==> src/rtl/iic_bus_monitor_pkg.sv <==
// Shared definitions for the I2C bus monitor: state encodings, width helper and system clock default.
`ifndef GCLK_FREQ
`define GCLK_FREQ 50_000_000
`endif

package iic_bus_monitor_pkg;

   typedef enum logic [1:0] {
      IIC_ST_IDLE = 2'd0,
      IIC_ST_DATA = 2'd1,
      IIC_ST_ACK  = 2'd2
   } iic_state_t;

   // Number of bits needed to hold val (minimum 1).
   function automatic int GetValLen(input longint unsigned val);
      int len;
      len = 1;
      for (int i = 1; i < 64; i++) begin
         if ((val >> i) != 0) len = i + 1;
      end
      return len;
   endfunction

endpackage

==> src/rtl/iic_bus_monitor_cond_detect.sv <==
// START/STOP/SCL-rise detector on the filtered, already-registered SCL/SDA lines.
// Shared with the master FSM; holds the previous-sample registers.
module iic_cond_detect
   import iic_bus_monitor_pkg::*;
(
   input  logic CLK,
   input  logic RSTn,
   input  logic SCL_In,
   input  logic SDA_In,
   output logic scl_rise,
   output logic start_det,
   output logic stop_det
);

   logic scl_q;
   logic sda_q;

   always_ff @(posedge CLK or negedge RSTn) begin
      if (!RSTn) begin
         scl_q <= 1'b1;
         sda_q <= 1'b1;
      end else begin
         scl_q <= SCL_In;
         sda_q <= SDA_In;
      end
   end

   // Conditions need SCL stable high, so a simultaneous SCL/SDA change never flags one.
   assign scl_rise  = SCL_In & ~scl_q;
   assign start_det = scl_q & SCL_In & sda_q & ~SDA_In;
   assign stop_det  = scl_q & SCL_In & ~sda_q & SDA_In;

endmodule

==> src/rtl/iic_bus_monitor.sv <==
// I2C bus monitor: decodes START/STOP and bytes with their ACK bit from filtered SCL/SDA.
// Optional SCL-low timeout is built only when IIC_MON_TIMEOUT_EN is defined.
//
// state        | meaning
// IIC_ST_IDLE  | bus free, waiting for START
// IIC_ST_DATA  | shifting in the 8 data bits
// IIC_ST_ACK   | waiting for the 9th SCL rise to sample ACK
`ifndef GCLK_FREQ
`define GCLK_FREQ 50_000_000
`endif

module iic_bus_monitor
   import iic_bus_monitor_pkg::*;
#(
   parameter int unsigned CLK_FREQ   = `GCLK_FREQ,
   parameter int unsigned TIMEOUT_US = 25000
) (
   input  logic       CLK,
   input  logic       RSTn,
   input  logic       SCL_In,
   input  logic       SDA_In,
   output logic [7:0] Byte_Out,
   output logic       Byte_Valid,
   output logic       Byte_Is_Addr,
   output logic       Ack_Out,
   output logic       Start_Pulse,
   output logic       Stop_Pulse,
   output logic       Bus_Busy,
   output logic       Timeout_Pulse
);

   if (CLK_FREQ < 1_000_000 || TIMEOUT_US == 0) begin : g_cfg_check
      $error("iic_bus_monitor: CLK_FREQ must be >= 1 MHz and TIMEOUT_US nonzero");
   end

   iic_state_t state_q;
   iic_state_t state_d;
   logic [3:0] bit_cnt;
   logic [7:0] shreg;
   logic       first;
   logic       scl_rise;
   logic       start_det;
   logic       stop_det;
   logic       to_hit;
   logic       abort;
   logic       do_shift;
   logic       do_byte;

   iic_cond_detect u_cond (
      .CLK       (CLK),
      .RSTn      (RSTn),
      .SCL_In    (SCL_In),
      .SDA_In    (SDA_In),
      .scl_rise  (scl_rise),
      .start_det (start_det),
      .stop_det  (stop_det)
   );

`ifdef IIC_MON_TIMEOUT_EN
   localparam int unsigned TO_CYC = CLK_FREQ / 1_000_000 * TIMEOUT_US;
   localparam int          TO_W   = GetValLen(TO_CYC);

   logic [TO_W-1:0] to_cnt;

   // Down-counter reloads whenever SCL is high or the bus is idle; hits on the TO_CYC-th low sample.
   always_ff @(posedge CLK or negedge RSTn) begin
      if (!RSTn) begin
         to_cnt <= TO_W'(TO_CYC - 1);
      end else if (!Bus_Busy || SCL_In) begin
         to_cnt <= TO_W'(TO_CYC - 1);
      end else if (to_cnt != '0) begin
         to_cnt <= to_cnt - 1'b1;
      end
   end

   assign to_hit = Bus_Busy & ~SCL_In & (to_cnt == '0);
`else
   assign to_hit = 1'b0;
`endif

   always_ff @(posedge CLK or negedge RSTn) begin
      if (!RSTn) state_q <= IIC_ST_IDLE;
      else       state_q <= state_d;
   end

   always_comb begin
      state_d = state_q;
      if (start_det) begin
         state_d = IIC_ST_DATA;
      end else if (stop_det || to_hit) begin
         state_d = IIC_ST_IDLE;
      end else begin
         case (state_q)
            IIC_ST_DATA: if (scl_rise && bit_cnt == 4'd7) state_d = IIC_ST_ACK;
            IIC_ST_ACK:  if (scl_rise) state_d = IIC_ST_DATA;
            default:     state_d = state_q;
         endcase
      end
   end

   always_comb begin
      abort    = start_det | stop_det | to_hit;
      do_shift = (state_q == IIC_ST_DATA) & scl_rise & ~abort;
      do_byte  = (state_q == IIC_ST_ACK) & scl_rise & ~abort;
   end

   always_ff @(posedge CLK or negedge RSTn) begin
      if (!RSTn) begin
         bit_cnt       <= 4'd0;
         shreg         <= 8'h00;
         first         <= 1'b0;
         Byte_Out      <= 8'h00;
         Byte_Valid    <= 1'b0;
         Byte_Is_Addr  <= 1'b0;
         Ack_Out       <= 1'b1;
         Start_Pulse   <= 1'b0;
         Stop_Pulse    <= 1'b0;
         Bus_Busy      <= 1'b0;
         Timeout_Pulse <= 1'b0;
      end else begin
         Byte_Valid    <= 1'b0;
         Start_Pulse   <= start_det;
         Stop_Pulse    <= stop_det;
         Timeout_Pulse <= to_hit & ~start_det & ~stop_det;
         if (start_det) begin
            bit_cnt  <= 4'd0;
            first    <= 1'b1;
            Bus_Busy <= 1'b1;
         end else if (stop_det || to_hit) begin
            bit_cnt  <= 4'd0;
            Bus_Busy <= 1'b0;
         end else if (do_shift) begin
            shreg   <= {shreg[6:0], SDA_In};
            bit_cnt <= bit_cnt + 4'd1;
         end else if (do_byte) begin
            Byte_Out     <= shreg;
            Ack_Out      <= SDA_In;
            Byte_Is_Addr <= first;
            Byte_Valid   <= 1'b1;
            first        <= 1'b0;
            bit_cnt      <= 4'd0;
         end
      end
   end

endmodule

==> config.mk <==
export PLATFORM = sky130hd
export DESIGN_NAME = iic_bus_monitor
export DESIGN_NICKNAME = d
export VERILOG_FILES = /design/src/rtl/iic_bus_monitor_pkg.sv /design/src/rtl/iic_bus_monitor_cond_detect.sv /design/src/rtl/iic_bus_monitor.sv
export SDC_FILE = /design/constraint.sdc
export NUM_CORES = 1
export LEC_CHECK = 0
export ABC_AREA = 1
export CAP_MARGIN = 20
export CORE_ASPECT_RATIO = 0.6
export CORE_MARGIN = 5
export CORE_UTILIZATION = 50
export DETAILED_ROUTE_END_ITERATION = 10
export PLACE_DENSITY = 0.74
export RECOVER_POWER = 100
export SYNTH_ARGS = -nofsm -noshare
export SYNTH_HDL_FRONTEND = slang
export SYNTH_SLANG_ARGS = --single-unit
==> constraint.sdc <==
create_clock -name CLK -period 2.11 [get_ports CLK]
set_clock_uncertainty 0.2 [all_clocks]
set_input_delay 0.3165 -clock CLK [delete_from_list [all_inputs] [get_ports CLK]]
set_output_delay 0.3165 -clock CLK [all_outputs]
set_load 0.01 [all_outputs]
==> impl_metrics.ini <==
; implementation run metrics
[status]
outcome = complete, no violations

[power]
seq_power_share_pct = 43.6
pwr.group.clock_uw = 553
p_per_area_mw_per_mm2 = 1300
power_combinational_uw = 651
p_seq_uw = 932
p_sw_uw = 668
power.internal_uw = 1470
cellLeakagePower_uw = 0.000873

[grt]
grt_use_met1_pct = 17.8
grt_use_total_pct = 14.0
grtUsageMet2_pct = 20.9
met3_usage_pct = 6.14
grt_antenna_before_repair = 0
grt_pass1_vias = 943
grt_max_degree = 32
grt_pass1_wl_mm = 4.26
grt-ovfl-total = 0
grt.busiest_layer = met2

[route]
wl_met1_mm = 1.17
dr_wl_met3_um = 148
routed_wl_mm = 2.32
vias = 941
drt_iter0_drc = 36
antenna_left = 0
post_drt_wl_per_cell_um = 11.7
met2_length_um = 973
top_layer = met4

[critical_path]
startpoint = Ack_Out$_DFFE_PN1P_
reg2reg_from = u_cond.scl_q$_DFF_PN1_
cp.buffers_inverters = 1
arrival_ns = 1.40
path_class = flip-flop to output pin
rrSetupSlack_ns = 0.41
crit_path_end_kind = output pin
start_kind = flip-flop
worstPathRequired_ns = 1.59
cp.depth = 1

[layout]
drive_gt1_share_pct = 13.3
layout_top_cells = 39 x nand2_1, 28 x dfrtp_1, 20 x o21ai_0
combGateArea_um2 = 444
regArea_um2 = 779
clock_area_share_pct = 6.47
comb_share_pct = 27.0
nFlopsAndLatches = 31
syn_to_final_growth_pct = 18.3
layout_top_cell = nand2_1

[timing]
fmax_ghz = 0.523
final_max_slew_viol_count = 0
tns_ns = 0
period_used_pct = 90.6
fin_ws_ns = 0.197
period_needed_ns = 1.91
worst_pin_slew_ns = 0.747

[synthesis]
common_cells = 38 x nand2_1, 28 x dfrtp_1, 18 x inv_1, 10 x o21ai_0, 9 x o21ai_2
syn-num-nets = 149
numSynthFlops = 31
top_cell_area_share_pct = 50.4
yosysUniqueCellTypes = 20
dominantRegCellSynth = dfrtp_1
yosysCellCount = 142
syn_inst = 142
syn-mean-instance-area_um2 = 9.79
synthArstFlopShare_pct = 100
edf_count = 0

[placement]
dp_hpwl_mm = 1.74
port_buffers = 17
numPlacedInstances = 190
place_congestion = 0.735
dpl-instance-area_mm2 = 0.00158

[die]
core_util_floorplan_pct = 54.0
die_area_mm2 = 0.00397
tapCellCount = 32

[clock_tree]
cts-htree-levels = 2
cts_setup_buffers = 0
cts_tree = built
ctsHoldBuffers = 0
clock_path_buffers = 2
cts_buffers = 5
clock-sinks = 31

[flow_run]
warnings = 27

[worst_hold_path]
hold_path_class = flip-flop to flip-flop
sequential cells by signal, summed over array words and instances (netlist names):
signal        flops
Byte_Out          8
shreg             8
bit_cnt           4
state_q           2
Ack_Out           1
Bus_Busy          1
Byte_Is_Addr      1
Byte_Valid        1
Start_Pulse       1
Stop_Pulse        1
first             1
u_cond.scl_q      1
u_cond.sda_q      1
per-stage QoR:
step / power, µW / utilization (%)
after floorplan: 1410 / -
after global placement: 1690 / 61.4
after detailed placement: 1720 / 61.4
after CTS: 2290 / 65.5
after global routing: 2300 / 63.8
final: 2140 / 63.8
logic make-up after synthesis:
| kind of cell | share of synthesized area (%) |
|---|---|
| other | 0.270 |
| and+or+nand+nor | 19.7 |
| buffers and inverters | 9.27 |
| DFF | 56.1 |
| AOI/OAI and AO/OA | 12.0 |
| adders and majority gates | 2.70 |
Fig. 1: floorplan with the power grid
Scale bar: 20 µm. Pins as bars on the die edge.
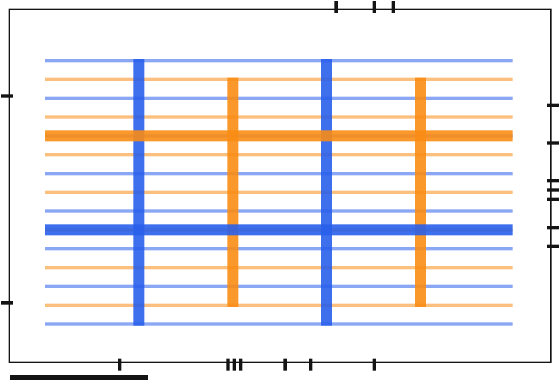
| color | net |
|---|---|
| blue | VSS |
| orange | VDD |
met4 straps: 4
signal pins: 19
rows: 14
met5 straps: 2
met1 rails: 15
VDD IR-drop max: 0.678 mV
die x size: 78.1 µm

Fig. 2: cell classes on the final placement
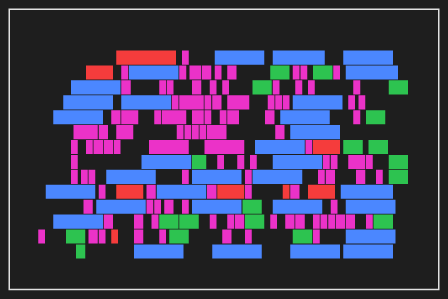
| color | class | cells | share of their area |
|---|---|---|---|
| red | clock drivers and dummy loads | 8 | 6.6% |
| green | remaining buffers and delay cells | 19 | 11% |
| blue | registers | 31 | 49% |
| magenta | remaining logic cells | 108 | 33% |
flop share of the area: 47.4%
Design Area, Final: 0.00164 mm²
num rows: 14

Fig. 3: clock network drawn from the DEF
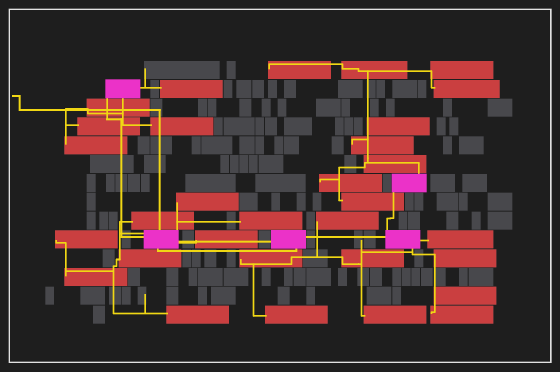
[magenta] clock-net drivers | count: 5
[yellow] clock wires | length: 370 µm
[red] flip-flops | count: 31
routed clock nets: 6
flops lie: widely spread
clock group share of total power: 25.9%
clk ins delay skew pair: 0.27 ns

Power is estimated from default activity; no workload was simulated.
